Figure 1. Routing congestion (run 1).
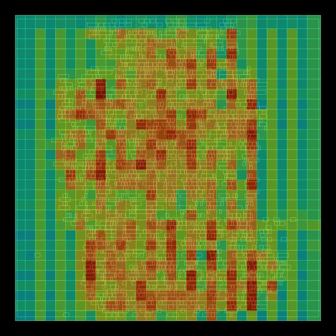
Figure 2. Where the registers sit (run 1).
Other sequential cells in the stronger grey, the rest of the logic in the fainter grey.
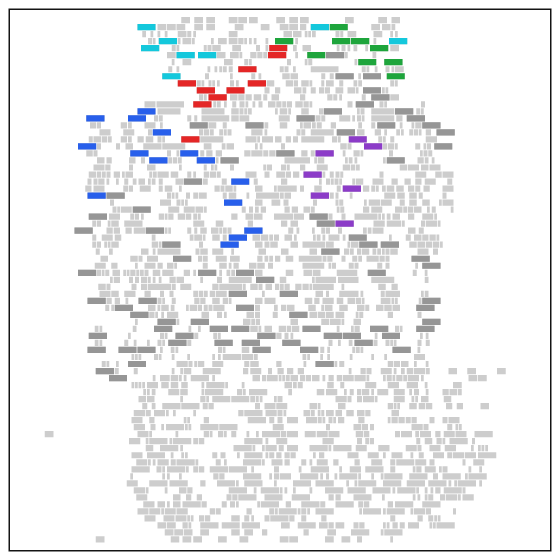
Figure 3. The metal 3 layer (run 1).
Scale bar: 50 microns.
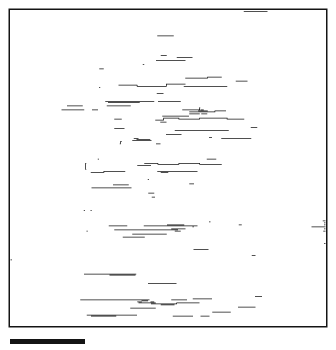
## src/rtl/flexible_downsampling_stream.sv

```systemverilog
// flexible_downsampling_stream: streaming nearest-neighbour downsampler with Q8.8 stride and floor/round index.
module flexible_downsampling_stream #(
  parameter int DATA_W = 8,
  parameter int HIN_MAX = 64,
  parameter int CIN_MAX = 512,
  parameter int ACC_W = $clog2(HIN_MAX) + 9,
  localparam int CW = $clog2(CIN_MAX + 1),
  localparam int HW = $clog2(HIN_MAX + 1),
  localparam int OW = $clog2(CIN_MAX)
) (
  input  logic              clk,
  input  logic              rst,
  input  logic              start,
  input  logic [CW-1:0]     cfg_cin,
  input  logic [HW-1:0]     cfg_hin,
  input  logic [HW-1:0]     cfg_hout,
  input  logic [15:0]       cfg_stride,
  input  logic              cfg_round,
  output logic              busy,
  input  logic              in_valid,
  output logic              in_ready,
  input  logic [DATA_W-1:0] in_data,
  output logic              out_valid,
  input  logic              out_ready,
  output logic [DATA_W-1:0] out_data,
  output logic [OW-1:0]     out_ch,
  output logic              out_last,
  output logic              done,
  output logic              err
);
  typedef enum logic [1:0] {IDLE, RUN, DRAIN, DONE} state_t;
  localparam logic [HW-1:0] H1 = HW'(1);
  state_t state, state_nx;
  logic [CW-1:0] cin_r, ch;
  logic [HW-1:0] hin_r, hout_r, ix, iy, ox, oy;
  logic [15:0] stride_r;
  logic rnd_r;
  logic [ACC_W-1:0] accx, accy, rnd_off;
  logic [HW+16:0] pos_chk;
  logic cfg_ok, sel, accept, col_end, row_end, ch_end, ox_end, oy_end;
  // Last output position of the requested job, checked against the input side before accepting it.
  assign pos_chk = (HW+17)'(cfg_hout - H1) * (HW+17)'(cfg_stride) + (cfg_round ? (HW+17)'(128) : '0);
  assign cfg_ok = cfg_cin != '0 && cfg_cin <= CW'(CIN_MAX) && cfg_hout != '0 && cfg_hout <= cfg_hin &&
                  cfg_hin <= HW'(HIN_MAX) && cfg_stride >= 16'd256 && pos_chk[HW+16:8] < (HW+9)'(cfg_hin);
  assign rnd_off = rnd_r ? ACC_W'(128) : '0;
  assign col_end = ix == hin_r - H1;
  assign row_end = iy == hin_r - H1;
  assign ch_end = ch == cin_r - CW'(1);
  assign ox_end = ox == hout_r - H1;
  assign oy_end = oy == hout_r - H1;
  assign sel = state == RUN && iy == HW'(accy >> 8) && ix == HW'(accx >> 8) && oy < hout_r && ox < hout_r;
  assign in_ready = state == RUN && (!sel || !out_valid || out_ready);
  assign accept = in_valid && in_ready;
  assign busy = state == RUN || state == DRAIN;
  assign done = state == DONE;
  always_comb begin
    state_nx = state;
    case (state)
      IDLE:    state_nx = start && cfg_ok ? RUN : IDLE;
      RUN:     state_nx = accept && col_end && row_end && ch_end ? DRAIN : RUN;
      DRAIN:   state_nx = out_valid ? DRAIN : DONE;
      default: state_nx = IDLE;
    endcase
  end
  always_ff @(posedge clk) begin
    if (rst) begin
      state <= IDLE;
      {cin_r, hin_r, hout_r, stride_r, rnd_r} <= '0;
      {ix, iy, ch, ox, oy, accx, accy} <= '0;
      {out_valid, out_data, out_ch, out_last, err} <= '0;
    end else begin
      state <= state_nx;
      err <= state == IDLE && start && !cfg_ok;
      if (state == IDLE && start) begin
        {cin_r, hin_r, hout_r, stride_r, rnd_r} <= {cfg_cin, cfg_hin, cfg_hout, cfg_stride, cfg_round};
        {ix, iy, ch, ox, oy} <= '0;
        accx <= cfg_round ? ACC_W'(128) : '0;
        accy <= cfg_round ? ACC_W'(128) : '0;
      end
      if (accept) begin
        ix <= col_end ? '0 : ix + H1;
        if (col_end) iy <= row_end ? '0 : iy + H1;
        if (col_end && row_end) begin
          ch <= ch + CW'(1);
          {ox, oy} <= '0;
          accx <= rnd_off;
          accy <= rnd_off;
        end else if (sel) begin
          ox <= ox_end ? '0 : ox + H1;
          accx <= ox_end ? rnd_off : accx + ACC_W'(stride_r);
          if (ox_end) oy <= oy + H1;
          // Past the final output row accy is never compared, so it is left alone.
          if (ox_end && !oy_end) accy <= accy + ACC_W'(stride_r);
        end
      end
      if (accept && sel) begin
        out_valid <= 1'b1;
        out_data <= in_data;
        out_ch <= OW'(ch);
        out_last <= ox_end && oy_end;
      end else if (out_ready) out_valid <= 1'b0;
    end
  end
endmodule

```

## config.mk

```make
export PLATFORM = sky130hd
export DESIGN_NAME = flexible_downsampling_stream
export DESIGN_NICKNAME = d
export VERILOG_FILES = /design/src/rtl/flexible_downsampling_stream.sv
export SDC_FILE = /design/constraint.sdc
export NUM_CORES = 1
export LEC_CHECK = 0
export CAP_MARGIN = 30
export CORE_UTILIZATION = 30
export DETAILED_ROUTE_END_ITERATION = 10
export MAX_ROUTING_LAYER = met4
export PLACE_DENSITY = 0.55
export SYNTH_ARGS = -nofsm -noshare
export SYNTH_HDL_FRONTEND = slang
export SYNTH_SLANG_ARGS = --single-unit
```

## constraint.sdc

```tcl
create_clock -name clk -period 17.3 [get_ports clk]
set_clock_uncertainty 0.2 [all_clocks]
set_input_delay 3.46 -clock clk [delete_from_list [all_inputs] [get_ports clk]]
set_output_delay 3.46 -clock clk [all_outputs]
set_load 0.02 [all_outputs]
```

==> impl_metrics.tcl, run 1 <==
# metrics dict for downstream scripts
set metrics [dict create \
    critPathBufInv 6 \
    postRouteAntennaNets 0 \
    met2_usage_pct 28.1 \
    met1_length_microns 16700 \
    drt-initial-drc-count 657 \
    sh_comb_area_pct 63.9 \
    status "completed" \
    openroad.warnings 31 \
    power_density_nw_per_um2 93.7 \
    syn_inst 1584 \
    peakVddDrop_mv 0.0648 \
    hold_viol 0 \
    combPwrFrac_pct 50.1 \
    r2r_end "state[0]$_SDFF_PP0_" \
    clk_share_pct 4.16 \
    dieWidth_microns 209 \
    wl_met3_microns 1200 \
    met3_usage_pct 2.51 \
    finalCritPeriodShare_pct 68.4 \
    fp_util_pct 30.6 \
]
-- Figure 1 (at the start) --
GR Util All Layers: 17.0%
final core occ: 35.1%
M1 GR Usage: 21.8%

-- Figure 2 (at the start) --
- out_ch: green (placed flops 9)
- out_data: cyan (placed flops 8)
- accx: blue (placed flops 15)
- oy: purple (placed flops 7)
- cin_r: red (placed flops 10; where top centre)
- not coloured: 81

-- Figure 3 (at the start) --
- longest straight run: 45.5 microns
- wire length on this layer: 1200 microns
- share of all routed wire: 3.4%
- nets with wire on the layer: 71
- main direction: horizontal

[run 1: cell families (layout without fill, tap and decap cells)]
group	count (synthesis)	after routing	share of synthesized area, %
compound gates	316	316	14.9
xor+xnor	102	102	7.42
fa+ha+maj	227	227	27.0
buf+inv	217	269	6.55
flops	130	130	20.2
mux	4	4	0.340
other cells	0	1	0
simple gates	588	588	23.6
[run 1: through the flow]
step	hold slack, ns	worst slack (ns)
global route	0.274	4.79
global placement	0.238	5.17
CTS	0.253	5.51
detailed placement	0.246	5.08
finish	0.250	5.47
floorplan	0.236	6.58
[run 1: power groups by stage]
stage	sequential [W]	combinational, W	clock (W)
floorplan	0.000317	0.000523	0
global route	0.000315	0.000794	0.000398
global placement	0.000321	0.000682	0
detailed placement	0.000321	0.000691	0
finish	0.000314	0.000695	0.000377
CTS	0.000315	0.000700	0.000387
[run 1: state kept, by name (all words and copies together), names as in the netlist, 2 cells and up]
signal,cells
accx,15
hout_r,7
ix,7
iy,7
hin_r,7
state,2
accy,15
cin_r,10
out_data,8
ch,10
out_ch,9
ox,7
oy,7
stride_r,15
[run 1: worst min-delay path by stage]
| stage | slack [ns] | end | start |
|---|---|---|---|
| after floorplan | 0.24 | hout_r[6]$_SDFFE_PP0P_ | hout_r[6]$_SDFFE_PP0P_ |
| after global placement | 0.24 | out_data[4]$_SDFFE_PP0P_ | out_data[4]$_SDFFE_PP0P_ |
| after detailed placement | 0.25 | out_ch[8]$_SDFFE_PP0P_ | out_ch[8]$_SDFFE_PP0P_ |
| after CTS | 0.25 | out_last$_SDFFE_PP0P_ | out_last$_SDFFE_PP0P_ |
| after global routing | 0.27 | out_ch[0]$_SDFFE_PP0P_ | out_ch[0]$_SDFFE_PP0P_ |
| final | 0.25 | out_last$_SDFFE_PP0P_ | out_last$_SDFFE_PP0P_ |
## Run 2: what changed since run 1
==> constraint.sdc (replaced) <==
create_clock -name clk -period 11 [get_ports clk]
set_clock_uncertainty 0.2 [all_clocks]
set_input_delay 2.2 -clock clk [delete_from_list [all_inputs] [get_ports clk]]
set_output_delay 2.2 -clock clk [all_outputs]
set_load 0.02 [all_outputs]
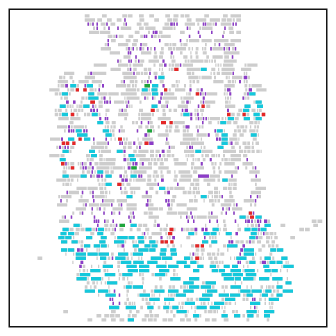
Figure 4: run 2, selected gate families.
- nand cells: purple (cells 290)
- fa/ha/maj cells: cyan (cells 227)
- non-inverting ao/oa cells: red (cells 33)
- mux cells: green (cells 4; where centre)

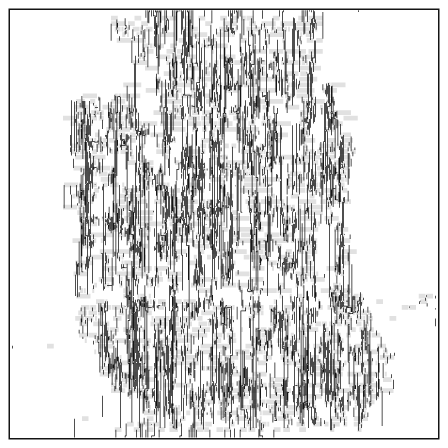
Figure 5: run 2, signal wires on met2.
- wire length on this layer: 16800 microns
- longest straight run: 70.4 microns
- nets with wire on the layer: 1579
- share of all routed wire: 48%
vias: 11100
final WL: 35300 microns

==> run 2 against run 1 <==
Combinational power is 55% higher. Synthesized area stayed put. Wire length is 0.28% lower. Register-to-register slack worse by 6.3 ns. Worst setup slack worse by 4.7 ns. Worst hold slack better by 0.00063 ns. Global-route usage is 0.13 points higher. Clock power is 55% higher. Sequential share of layout area is 0.076 points lower. Non-clock buffer count is 8 higher.
==> impl_metrics.tcl, run 2 <==
# metrics dict for downstream scripts
set metrics [dict create \
    min_from "out_data[5]$_SDFFE_PP0P_" \
    antenna_found_initial 0 \
    postPlaceCellArea_sq_um 14200 \
    worstPathMaxFanout 16 \
    drt-initial-drc-count 646 \
    power_density_nw_per_um2 145 \
    hold_viol 0 \
    postRouteAntennaNets 0 \
    met3_usage_pct 2.51 \
    cts_sinks 130 \
    gr-usage-met1_pct 21.5 \
    wl_met3_microns 1190 \
    synth_area_sq_um 12900 \
    critPathLaunch "cfg_hout[2]" \
    drc_errors 0 \
    track_usage_pct 17.1 \
    post-place-ws_ns 0.458 \
    dieWidth_microns 209 \
    finalSetupTns_ns 0 \
    finalCritPeriodShare_pct 93.2 \
    dp_cells 2150 \
    openroad.warnings 31 \
    peakVddDrop_mv 0.0939 \
    diodes 0 \
    rsz0062_at_grt "false" \
    synth_seq_share_pct 20.2 \
    r2r_end "state[0]$_SDFF_PP0_" \
    drt_first_pass_iters 5 \
    status "completed" \
    met1_length_microns 16300 \
    syn_inst 1584 \
    critPathBufInv 5 \
    holdWs_ns 0.250 \
]
-- run 2: cell type report --
class	count	area, sq um
clock inverters	13	159
well taps	539	674
repair buffers	102	993
multi-input cells	1237	9450
flip-flops and latches	130	2600
inverters	143	537
fillers	4312	27300
clock buffers	19	443
-- run 2: worst min path at each step --
stage / endpoint / slack, ns / cells past startpoint
finish: out_data[5]$_SDFFE_PP0P_ / 0.25 / 2
floorplan: hout_r[6]$_SDFFE_PP0P_ / 0.24 / 2
detailed placement: out_ch[3]$_SDFFE_PP0P_ / 0.25 / 2
global route: out_data[4]$_SDFFE_PP0P_ / 0.27 / 2
global placement: out_data[5]$_SDFFE_PP0P_ / 0.24 / 2
CTS: out_ch[3]$_SDFFE_PP0P_ / 0.25 / 2
-- run 2: worst min-delay path, stage by stage, from the launching register on --
cell,delay (ns)
dfxtp_1,0.31
nand2_1,0.05
a21oi_1,0.05
-- run 2: cell families (layout without fill, tap and decap cells) --
logic type      Yosys count  in the layout  synth area share (%)
compound gates          316            316                  14.9
buf+inv                 217            277                  6.55
flops                   130            130                  20.2
mux                       4              4                 0.340
fa+ha+maj               227            227                  27.0
simple gates            588            588                  23.6
xor+xnor                102            102                  7.42
-- run 2: power by group --
| group | internal [W] | leakage (nW) | switching, W |
|---|---|---|---|
| combinational | 0.000475 | 4.96 | 0.000601 |
| sequential | 0.000480 | 1.05 | 0.0000141 |
| clock | 0.000362 | 0.289 | 0.000221 |
| total | 0.00132 | 6.30 | 0.000836 |
-- run 2: per-stage QoR --
step / util [%] / total power (W)
2_1_floorplan: - / 0.00132
6_report: 35.3 / 0.00215
3_5_place_dp: 33.8 / 0.00157
3_3_place_gp: 33.7 / 0.00156
4_1_cts: 35.2 / 0.00217
5_1_grt: 35.3 / 0.00235
Power is estimated from default activity; no workload was simulated.
